`config.mk`:
```
export PLATFORM = sky130hd
export DESIGN_NAME = ahb_led_driver
export DESIGN_NICKNAME = d
export VERILOG_FILES = /design/src/rtl/ahb_led_driver.sv
export SDC_FILE = /design/constraint.sdc
export NUM_CORES = 1
export LEC_CHECK = 0
export ABC_AREA = 1
export CAP_MARGIN = 20
export CORE_MARGIN = 2
export CORE_UTILIZATION = 30
export CTS_CLUSTER_DIAMETER = 150
export DETAILED_ROUTE_END_ITERATION = 10
export SETUP_SLACK_MARGIN = 0.3
export SYNTH_ARGS = -nofsm -noshare
export SYNTH_HDL_FRONTEND = slang
export SYNTH_SLANG_ARGS = --single-unit
```
`constraint.sdc`:
```
create_clock -name HCLK -period 2.7 [get_ports HCLK]
set_input_delay 0.27 -clock HCLK [delete_from_list [all_inputs] [get_ports HCLK]]
set_output_delay 0.27 -clock HCLK [all_outputs]
set_load 0.1 [all_outputs]
```
`src/rtl/ahb_led_driver.sv`:
```
// AHB-Lite slave driving eight LEDs: DATA sets the pattern, BLINK selects which
// lit bits are blanked during the odd half of a programmable blink period.
module ahb_led_driver #(
    parameter int unsigned CNT_W     = 24,
    parameter logic [7:0]  RESET_LED = 8'h00
) (
    input  logic        HCLK,
    input  logic        HRESETn,
    input  logic        HSEL,
    input  logic        HREADY,
    input  logic [31:0] HADDR,
    input  logic [1:0]  HTRANS,
    input  logic        HWRITE,
    input  logic [2:0]  HSIZE,
    input  logic [31:0] HWDATA,
    output logic        HREADYOUT,
    output logic [31:0] HRDATA,
    output logic [7:0]  LED
);

    localparam logic [1:0] REG_DATA   = 2'd0;
    localparam logic [1:0] REG_BLINK  = 2'd1;
    localparam logic [1:0] REG_PERIOD = 2'd2;
    localparam logic [1:0] REG_STATUS = 2'd3;

    localparam logic [CNT_W-1:0] CNT_ONE = {{(CNT_W-1){1'b0}}, 1'b1};

    logic             hsel_q;
    logic             trans_q;
    logic             write_q;
    logic [3:0]       addr_q;
    logic [2:0]       size_q;

    logic [7:0]       data_q,   data_d;
    logic [7:0]       blink_q,  blink_d;
    logic [CNT_W-1:0] period_q, period_d;
    logic [CNT_W-1:0] count_q,  count_d;
    logic             phase_q,  phase_d;
    logic [7:0]       led_q,    led_d;

    logic             dphaseValid;
    logic             wrEn;
    logic             rdEn;
    logic             wrData;
    logic             wrBlink;
    logic             wrPeriod;
    logic [3:0]       laneMask;
    logic [31:0]      byteMask;
    logic             unusedBits;

    always_ff @(posedge HCLK or negedge HRESETn) begin
        if (!HRESETn) begin
            hsel_q  <= 1'b0;
            trans_q <= 1'b0;
            write_q <= 1'b0;
            addr_q  <= 4'h0;
            size_q  <= 3'h0;
        end else if (HREADY) begin
            hsel_q  <= HSEL;
            trans_q <= HTRANS[1];
            write_q <= HWRITE;
            addr_q  <= HADDR[3:0];
            size_q  <= HSIZE;
        end
    end

    assign dphaseValid = hsel_q & trans_q;
    assign wrEn        = dphaseValid & write_q & HREADY;
    assign rdEn        = dphaseValid & ~write_q;
    assign wrData      = wrEn && (addr_q[3:2] == REG_DATA);
    assign wrBlink     = wrEn && (addr_q[3:2] == REG_BLINK);
    assign wrPeriod    = wrEn && (addr_q[3:2] == REG_PERIOD);

    // Sizes above word behave as full-word writes.
    always_comb begin
        laneMask = 4'b1111;
        case (size_q)
            3'd0:    laneMask = 4'b0001 << addr_q[1:0];
            3'd1:    laneMask = addr_q[1] ? 4'b1100 : 4'b0011;
            default: laneMask = 4'b1111;
        endcase
    end

    assign byteMask = {{8{laneMask[3]}}, {8{laneMask[2]}}, {8{laneMask[1]}}, {8{laneMask[0]}}};

    assign data_d   = (wrData  && laneMask[0]) ? HWDATA[7:0] : data_q;
    assign blink_d  = (wrBlink && laneMask[0]) ? HWDATA[7:0] : blink_q;
    assign period_d = wrPeriod
                    ? ((period_q & ~byteMask[CNT_W-1:0]) | (HWDATA[CNT_W-1:0] & byteMask[CNT_W-1:0]))
                    : period_q;

    // A PERIOD write restarts the blink cycle and wins over a coincident wrap.
    always_comb begin
        count_d = count_q;
        phase_d = phase_q;
        if (wrPeriod || (period_q == '0)) begin
            count_d = '0;
            phase_d = 1'b0;
        end else if (count_q == period_q - CNT_ONE) begin
            count_d = '0;
            phase_d = ~phase_q;
        end else begin
            count_d = count_q + CNT_ONE;
        end
    end

    assign led_d = data_q & ~(blink_q & {8{phase_q}});

    always_ff @(posedge HCLK or negedge HRESETn) begin
        if (!HRESETn) begin
            data_q   <= RESET_LED;
            blink_q  <= 8'h00;
            period_q <= '0;
            count_q  <= '0;
            phase_q  <= 1'b0;
            led_q    <= RESET_LED;
        end else begin
            data_q   <= data_d;
            blink_q  <= blink_d;
            period_q <= period_d;
            count_q  <= count_d;
            phase_q  <= phase_d;
            led_q    <= led_d;
        end
    end

    always_comb begin
        HRDATA = 32'h0;
        if (rdEn) begin
            case (addr_q[3:2])
                REG_DATA:   HRDATA[7:0]       = data_q;
                REG_BLINK:  HRDATA[7:0]       = blink_q;
                REG_PERIOD: HRDATA[CNT_W-1:0] = period_q;
                REG_STATUS: begin
                    HRDATA[CNT_W:1] = count_q;
                    HRDATA[0]       = phase_q;
                end
                default:    HRDATA = 32'h0;
            endcase
        end
    end

    assign HREADYOUT = 1'b1;
    assign LED       = led_q;

    assign unusedBits = ^{HADDR[31:4], HTRANS[0], HWDATA, byteMask};

endmodule

```
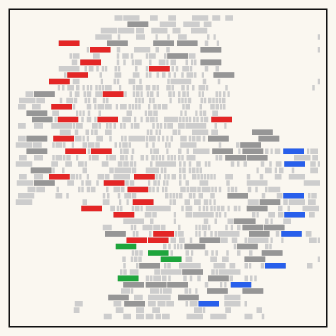
*Sequential cells grouped by signal name, run 1*
Other sequential cells in the stronger gray, the rest of the logic in the fainter gray.
- `count_q`: red (flops 24)
- `addr_q`: green (flops 4; where bottom middle)
- `LED`: blue (flops 8)

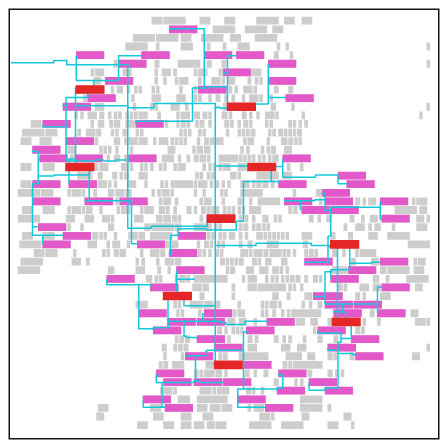
*Clock wires, drivers and flops, run 1*
- cells driving clock nets: red (count 9)
- clock wires: cyan (length 1,280 µm)
- flip-flops: magenta (count 83)
- flops lie: widely spread
Skew-Pair Late Insertion Delay: 350 ps
Clock Power Share: 24.0%
worst setup skew after layout: 5.97 ps

==> run summary, run 1 <==
Entry: Yosys synthesis followed by OpenROAD place and route.

Clocking:
- The run gives the CTS tree as built.
- The run puts the number of buffers added to fix hold violations after cts at 0.
- The run puts the number of CTS-inserted buffers at 9.
- The run gives the total of cells resized after clock tree synthesis as 0.
- Looking at the clock tree report, the root buffer type is clkbuf_16.
- Post-CTS timing repair inserted 0 buffers for setup.
- The run puts the maximum clock insertion buffer count at 2.
- The run puts the number of clock sinks at 83.
- On the reported timing paths, the clock transition at the registers reads 60 ps.

Final timing:
- The run gives the transition at the pin with the smallest max-transition slack as 694 ps.
- Setup repair after global routing left no endpoint under its margin.
- The run puts the fraction of the cycle the final worst path needs at 84.6%.
- The run gives the final worst slack as 417 ps.
- The run puts the normalized max-slew margin at 53.7%.
- The run gives the final sum of negative setup slack as 0 ps.
- The run puts the number of max-slew violations in the final report at 0.
- The run puts the number of hold violations in the final report at 0.
- The tightest hold path in the finished design has a slack of 314 ps.
- The run gives the clock period minus final worst setup slack as 2280 ps.
- The run gives the fmax as 438 MHz.

Power and ir drop:
- In this run, the combinational gates consume 42.6% of the power.
- The leakage power in the latest report is 3.05 nW.
- The run gives the net switching power of the design as 2.35 mW.
- The run gives the share of power burned in registers as 33.4%.
- The run gives the post-layout total power as 5.41 mW.
- Internal power comes to 3.06 mW.

Final layout:
- The run puts the number of non-filler instances in the completed layout at 1,005.
- From synthesis to final layout, the design area changed by 33.8%.
- The run gives the number of diodes added for antenna fixing as 0.
- Leaving out fill and tap cells, the most frequent cell in the layout is nand2_1.

Global route:
- The first global-routing pass estimated 22.7 mm of wire.
- The via count of the first global-routing pass came to 4,543.
- The run puts the largest net degree at the start of global routing at 84.
- The initial antenna violation count came to 0.
- The run puts the total congestion overflow at 0.

Critical path:
- The run gives the critical path data required time as 2430 ps.
- The timing report gives the worst reg2reg path a setup slack of 510 ps.
- The run puts the arrival time at the worst endpoint at 2010 ps.
- The run gives the nature of the critical path endpoint as an output pin.
- The run gives the critical-path maximum fanout as 8.
- The run gives the number of cells on the worst reg-to-reg path as 14.
- The run gives the kind of start point of the critical path as a flip-flop.

Synthesis:
- The run gives the cell type with the largest total area after synthesis as dfrtp_1.
- The run gives the number of enable flip-flop cells as 0.
- Summing the sequential cell areas from Yosys gives 40.2% of the chip area.
- Each instance of the synthesized netlist takes up on average 7.38 µm².
- The run puts the area fraction of the dominant cell type after synthesis at 40.2%.
- The main area contributors are dfrtp_1 (40%), nand2_1 (14%), nor2_1 (6.9%), inv_1 (5.1%), o21ai_0 (4.2%).
- Post-synth the commonest register cell is dfrtp_1.
- The run puts the netlist area before placement at 5170 µm².
- Synthesis produced a netlist whose cell count is 701.
- The run puts the number of cells in Yosys stat at 701.
- The run gives the number of warnings issued by yosys as 0.
- The run puts the register bit count reported by yosys at 83.
- According to the Yosys statistics, the synthesized design has a chip area of 5170 µm².
- The run puts the fraction of synthesis flops using an asynchronous set or reset pin at 100%.

Drt:
- Detailed routing placed a total of 6.46 mm of wire on met2.
- The routed wirelength on the met1 layer is recorded as 6.62 mm.
- The run puts the amount of wire on met3 after detailed routing at 657 µm.
- The run puts the number of vias per cell after detailed routing at 4.74.
- The run puts the detailed-route via count at 4,767.
- The run puts the number of design rule violations left after detail routing at 0.
- The run puts the wire length after detailed routing at 14.0 mm.
- The detailed router finished its first iteration with 323 violations.

Place:
- The run gives the number of instances in the placed design as 983.
- The run gives the weighted congestion reported at the end of routability-driven placement as 0.877.
- The run gives the quantity of I/O buffers inserted on ports as 69.
- The run puts the worst slack after detailed placement at 344 ps.
- Per the detailed placement report, the placed cell area equals 6440 µm².
- The run gives the half-perimeter wire length after placement as 10.3 mm.

Status:
- The run finished with clean final reports.

Job:
- The run puts the reported max-cap violation count at 0.
- The run puts the count of warning messages emitted by the tools at 64.

Die:
- The run gives the die outline width as 135 µm.
- Pin placement for this block handled 115 I/O pins.
- The die covers 18,300 µm².
- The run puts the height of the die at 135 µm.
- The run gives the standard cell core area as 17,100 µm².
- The run gives the cell row count as 48.

Min path:
- The run gives the worst min-delay path class as input port to asynchronous set/reset pin.
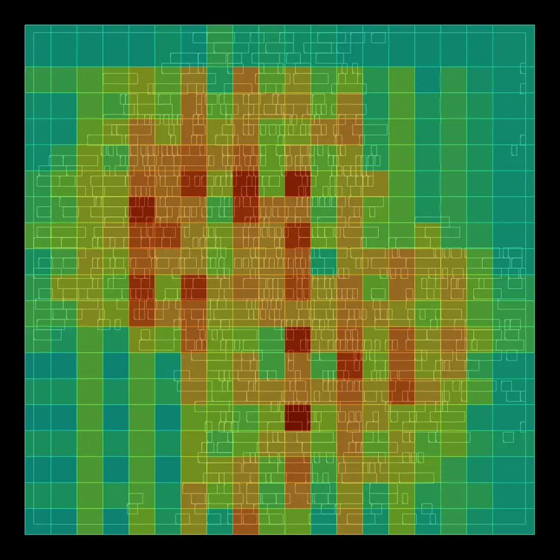
*Track usage over the die, run 1*
most utilized layer in the global route result: met2
wire per inst: 13.9 µm
met3 Resource Use GR: 2.92%
met2 Resource Use GR: 24.7%
overall global routing resource usage: 15.8%

-- run 1: cell type report --
type | instances | area (µm²)
clock buffer | 11 | 253
sequential | 83 | 2080
fill | 1786 | 10100
multi-input combinational | 529 | 2940
tap | 225 | 282
timing repair buffer | 82 | 1050
clock inverter | 5 | 58.8
inverter | 70 | 263
-- run 1: cell families after synthesis --
| logic type | synth area share [%] |
|---|---|
| simple gates | 31.5 |
| buf+inv | 8.30 |
| compound gates | 10.4 |
| flops | 40.2 |
| xor+xnor | 5.73 |
| mux | 3.27 |
| fa+ha+maj | 0.484 |
| other cells | 0.145 |
-- run 1: power groups by stage --
stage	sequential, mW	combinational, mW	clock (mW)
floorplan	1.99	1.53	0
global placement	1.81	2.24	0
detailed placement	1.82	2.26	0
CTS	1.80	2.27	1.34
global route	1.85	2.56	1.37
finish	1.81	2.31	1.30
-- run 1: synthesized netlist by cell type, types with 2 or more instances --
| cell | count |
|---|---|
| o22ai_1 | 2 |
| nor2_1 | 95 |
| nand2_1 | 192 |
| nand4_1 | 15 |
| ha_1 | 2 |
| o21ai_0 | 43 |
| nand2_4 | 2 |
| dfrtp_1 | 83 |
| conb_1 | 2 |
| nand3_1 | 29 |
| a221oi_1 | 11 |
| buf_4 | 8 |
| nor2_2 | 17 |
| mux2_2 | 15 |
| nand3b_1 | 10 |
| a21boi_0 | 4 |
| inv_1 | 70 |
| a21oi_1 | 29 |
| nand2_2 | 2 |
| xnor2_1 | 14 |
| nor3_1 | 5 |
| o21bai_1 | 2 |
| nor2_4 | 2 |
| xor2_1 | 18 |
| clkbuf_1 | 17 |
| nor4_1 | 2 |
| buf_6 | 2 |
-- run 1: critical path: stages (launching register included) --
cell,delay (ps)
dfrtp_1,410
nor2_1,510
buf_4,270
a221oi_1,110
nor2_2,160
buf_12,190
==> run 2, diff against run 1 <==
==> constraint.sdc (replaced) <==
create_clock -name HCLK -period 1.9 [get_ports HCLK]
set_input_delay 0.19 -clock HCLK [delete_from_list [all_inputs] [get_ports HCLK]]
set_output_delay 0.19 -clock HCLK [all_outputs]
set_load 0.1 [all_outputs]
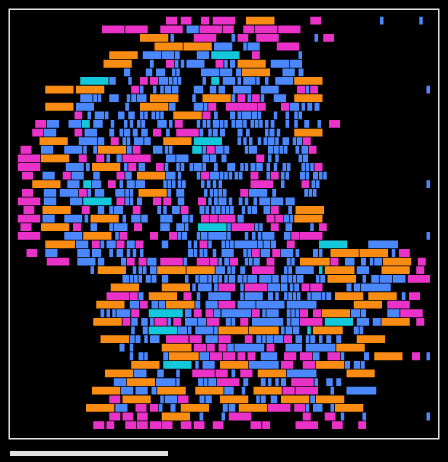
*Placed cells, one color a class, run 2*
The bar under the picture is 50 µm long.
- clock drivers and dummy loads: cyan (cells 16)
- other buffers and delay cells: magenta (cells 195)
- flip-flops: orange (cells 83)
- all other logic: blue (cells 596)

==> run summary, run 2 <==
Entry: Yosys synthesis followed by OpenROAD place and route.

Clocking:
- The run puts the clock latency on the worst-skew pair at 360 ps (was 350 ps).
- The run puts the number of CTS-inserted buffers at 9 (unchanged).
- The run puts the clock input transition at the sequential cells of the worst setup and hold paths at 70 ps (was 60 ps).
- The CTS tree is built (unchanged).
- The run puts the H-tree level count at 3 (unchanged).
- The cell at the root of the clock tree was clkbuf_16 (unchanged).
- The run gives the maximum clock insertion buffer count as 2 (unchanged).

Final timing:
- Setup repair after global routing missed its margin: yes (was no).
- The run gives the final worst slack as -170 ps (was 417 ps).
- After layout, the minimum clock period comes to 2070 ps.
- The transition at the pin with the smallest max-transition slack came to 516 ps (was 694 ps).
- The run puts the worst clock skew on the final layout at 7.83 ps (was 5.97 ps).
- The run gives the number of hold violations in the final report as 0 (unchanged).
- The run gives the final number of setup-violating endpoints as 44 (was 0).
- The run gives the normalized max-slew margin as 65.6% (was 53.7%).
- The run puts the final sum of negative setup slack at -4160 ps (was 0 ps).
- The final timing summary puts the cycle share of the worst path at 109%.
- The run puts the fmax at 483 MHz.

Die:
- The run gives the floorplan die area as 18,300 µm² (unchanged).
- The height of the die came to 135 µm (unchanged).
- The run puts the cell row count at 48 (unchanged).
- The run gives the standard cell core area as 17,100 µm² (unchanged).
- The run puts the number of ports placed on the die boundary at 115 (unchanged).

Synthesis:
- The run gives the fraction of the mapped netlist area in adder cells as 0.484% (unchanged).
- The run puts the register bit count reported by yosys at 83 (unchanged).
- The fraction of synthesis flops using an asynchronous set or reset pin was 100% (unchanged).
- The area fraction in xor and xnor cells came to 5.73% (unchanged).
- The number of cells in Yosys stat was 701 (unchanged).
- The run gives the cell with the most instances after synthesis as nand2_1 (unchanged).
- The run puts the netlist area before placement at 5170 µm² (unchanged).
- The number of warnings issued by yosys came to 0 (unchanged).
- The main logic family after synthesis is simple AND/OR/NAND/NOR gates (unchanged).
- The most used flip-flop cell was dfrtp_1 (unchanged).
- The and-or/or-and share of the synthesized area came to 10.4% (unchanged).
- The area fraction of the dominant cell type after synthesis came to 40.2% (unchanged).
- Most used standard cells in the synthesized netlist: nand2_1 (192), nor2_1 (95), dfrtp_1 (83) (unchanged).
- The run puts the per-instance average area after synthesis at 7.38 µm² (unchanged).
- The number of enable flip-flop cells was 0 (unchanged).
- The run puts the post-synthesis instance total at 701 (unchanged).
- Cell area leaders: dfrtp_1 (40%), nand2_1 (14%), nor2_1 (6.9%), inv_1 (5.1%), o21ai_0 (4.2%) (unchanged).
- The run puts the Yosys chip area at 5170 µm² (unchanged).
- The run puts the fraction of the yosys area taken by sequential cells at 40.2% (unchanged).

Place:
- The number of instances in the placed design came to 1,075 (was 983).
- The run puts the weighted congestion reported at the end of routability-driven placement at 0.899 (was 0.877).
- The worst slack after detailed placement is -198 ps (was 344 ps).
- The half-perimeter wire length after placement was 12.0 mm (was 10.3 mm).
- The run gives the quantity of I/O buffers inserted on ports as 69 (unchanged).

Status:
- The final reports fail on negative setup slack.
- Result of the run: finished with violations (was finished clean).

Critical path:
- The slowest cell on the critical path is dfrtp_1 (was nor2_1).
- The run gives the critical-path maximum fanout as 7 (was 8).
- The cell that appears most often on the critical path is nand2_1.
- The nature of the critical path endpoint was a flip-flop (was output pin).
- The run gives the register-to-register path setup slack as -170 ps (was 510 ps).
- The kind of start point of the critical path is a flip-flop (unchanged).
- The run puts the critical path data required time at 2140 ps (was 2430 ps).
- Ordered cell list for the critical path: nor2_2 > nand2_1 > nor2_4 > buf_4 > nand2_1 > nand3_1 > nand2_1 > nor2_2 > nand2_1 > nor2_2 > nand3_2 > nand2_4 > clkbuf_16 > nor2_1 (was nor2_1 > buf_4 > a221oi_1 > nor2_2 > buf_12).
- The run puts the arrival time at the worst endpoint at 2310 ps (was 2010 ps).
- The run puts the number of cells on the worst reg-to-reg path at 14 (unchanged).
- The delay of the slowest critical-path stage is 430 ps (was 510 ps).

Job:
- The run gives the reported max-cap violation count as 0 (unchanged).

Global route:
- The run puts the via count of the first global-routing pass at 5,199 (was 4,543).
- The run gives the wire length of the first global-routing pass as 26.2 mm (was 22.7 mm).
- The run gives the combined global-route utilization of all metal layers as 18.3% (was 15.8%).
- The run puts the total congestion overflow at 0 (unchanged).
- The run puts the initial antenna violation count at 0 (unchanged).
- The run gives the largest net degree at the start of global routing as 39 (was 84).

Final layout:
- The run gives the number of diodes added for antenna fixing as 0 (unchanged).
- The synthesis-to-finish area growth is 65.4% (was 33.8%).
- The run gives the number of non-filler instances in the completed layout as 1,115 (was 1,005).

Drt:
- The detailed-route via count came to 5,208 (was 4,767).
- The run gives the number of design-rule violations left by the first detailed-router iteration as 342 (was 323).
- The run gives the number of vias per cell after detailed routing as 4.67 (was 4.74).
- The number of design rule violations left after detail routing came to 0 (unchanged).
- The run gives the wire length after detailed routing as 16.1 mm (was 14.0 mm).

Power and ir drop:
- The cell leakage power is 3.84 nW (was 3.05 nW).
## run 2: cell types whose count changed in the layout (fill, tap and decap cells not counted), sizes merged
cell / change
clkbuf: +1
nand2: -3
buf: +112
clkinvlp: +1
inv: -1
## run 2: cell families (layout without fill, tap and decap cells)
group | after synthesis | in the layout
muxes | 15 | 15
and+or+nand+nor | 374 | 374
DFF | 83 | 83
buffers and inverters | 98 | 281
xor gates and xnor gates | 33 | 33
adders and majority gates | 2 | 2
other | 2 | 8
AOI/OAI and AO/OA | 94 | 94
## run 2: what timing repair did
action | in CTS | in global routing
endpoints found under the hold margin | 36 | 0
gates cloned | 1 | 2
buffers inserted | 11 | 9
hold buffers | 1 | 0
gates resized | 85 | 72
endpoints found under the setup margin | 84 | 62
pin swaps | 29 | 28
## run 2: power breakdown
group	switching [mW]	internal, mW
registers	0.459	2.14
clock network	0.782	1.02
logic	2.67	1.95
total	3.91	5.12
## run 2: critical path, delay by kind of cell, from the launching register on
family	cells	cell delay, ps
simple gates	12	1190
flops	1	430
buf+inv	2	330
## run 2: routing by layer
layer  global-route usage [%]  share of wire [%]  vias up
met5                        0                  0        -
met4                     5.61                1.5        0
met3                     2.81                3.6       18
met2                     31.1                 50      100
met1                     24.2                 45     2470
li1                         -                  -     2620
## run 2: area by class of cell
type	instances	area (µm²)
clock buffer	11	233
clock inverter	5	61.3
fill	1586	8500
inverter	70	278
multi-input combinational	526	3490
sequential	83	2090
tap	225	282
timing repair buffer	195	2130
## run 2: metrics by stage
stage	hold WS (ps)	power (mW)	util [%]	instance area, µm²
floorplan	-106	5.14	-	5630
finish	335	9.03	50.2	8560
global placement	197	6.54	43.6	7430
CTS	350	8.73	48.1	8210
detailed placement	197	6.60	43.6	7430
global route	372	9.61	50.2	8560
Power is estimated from default activity; no workload was simulated.
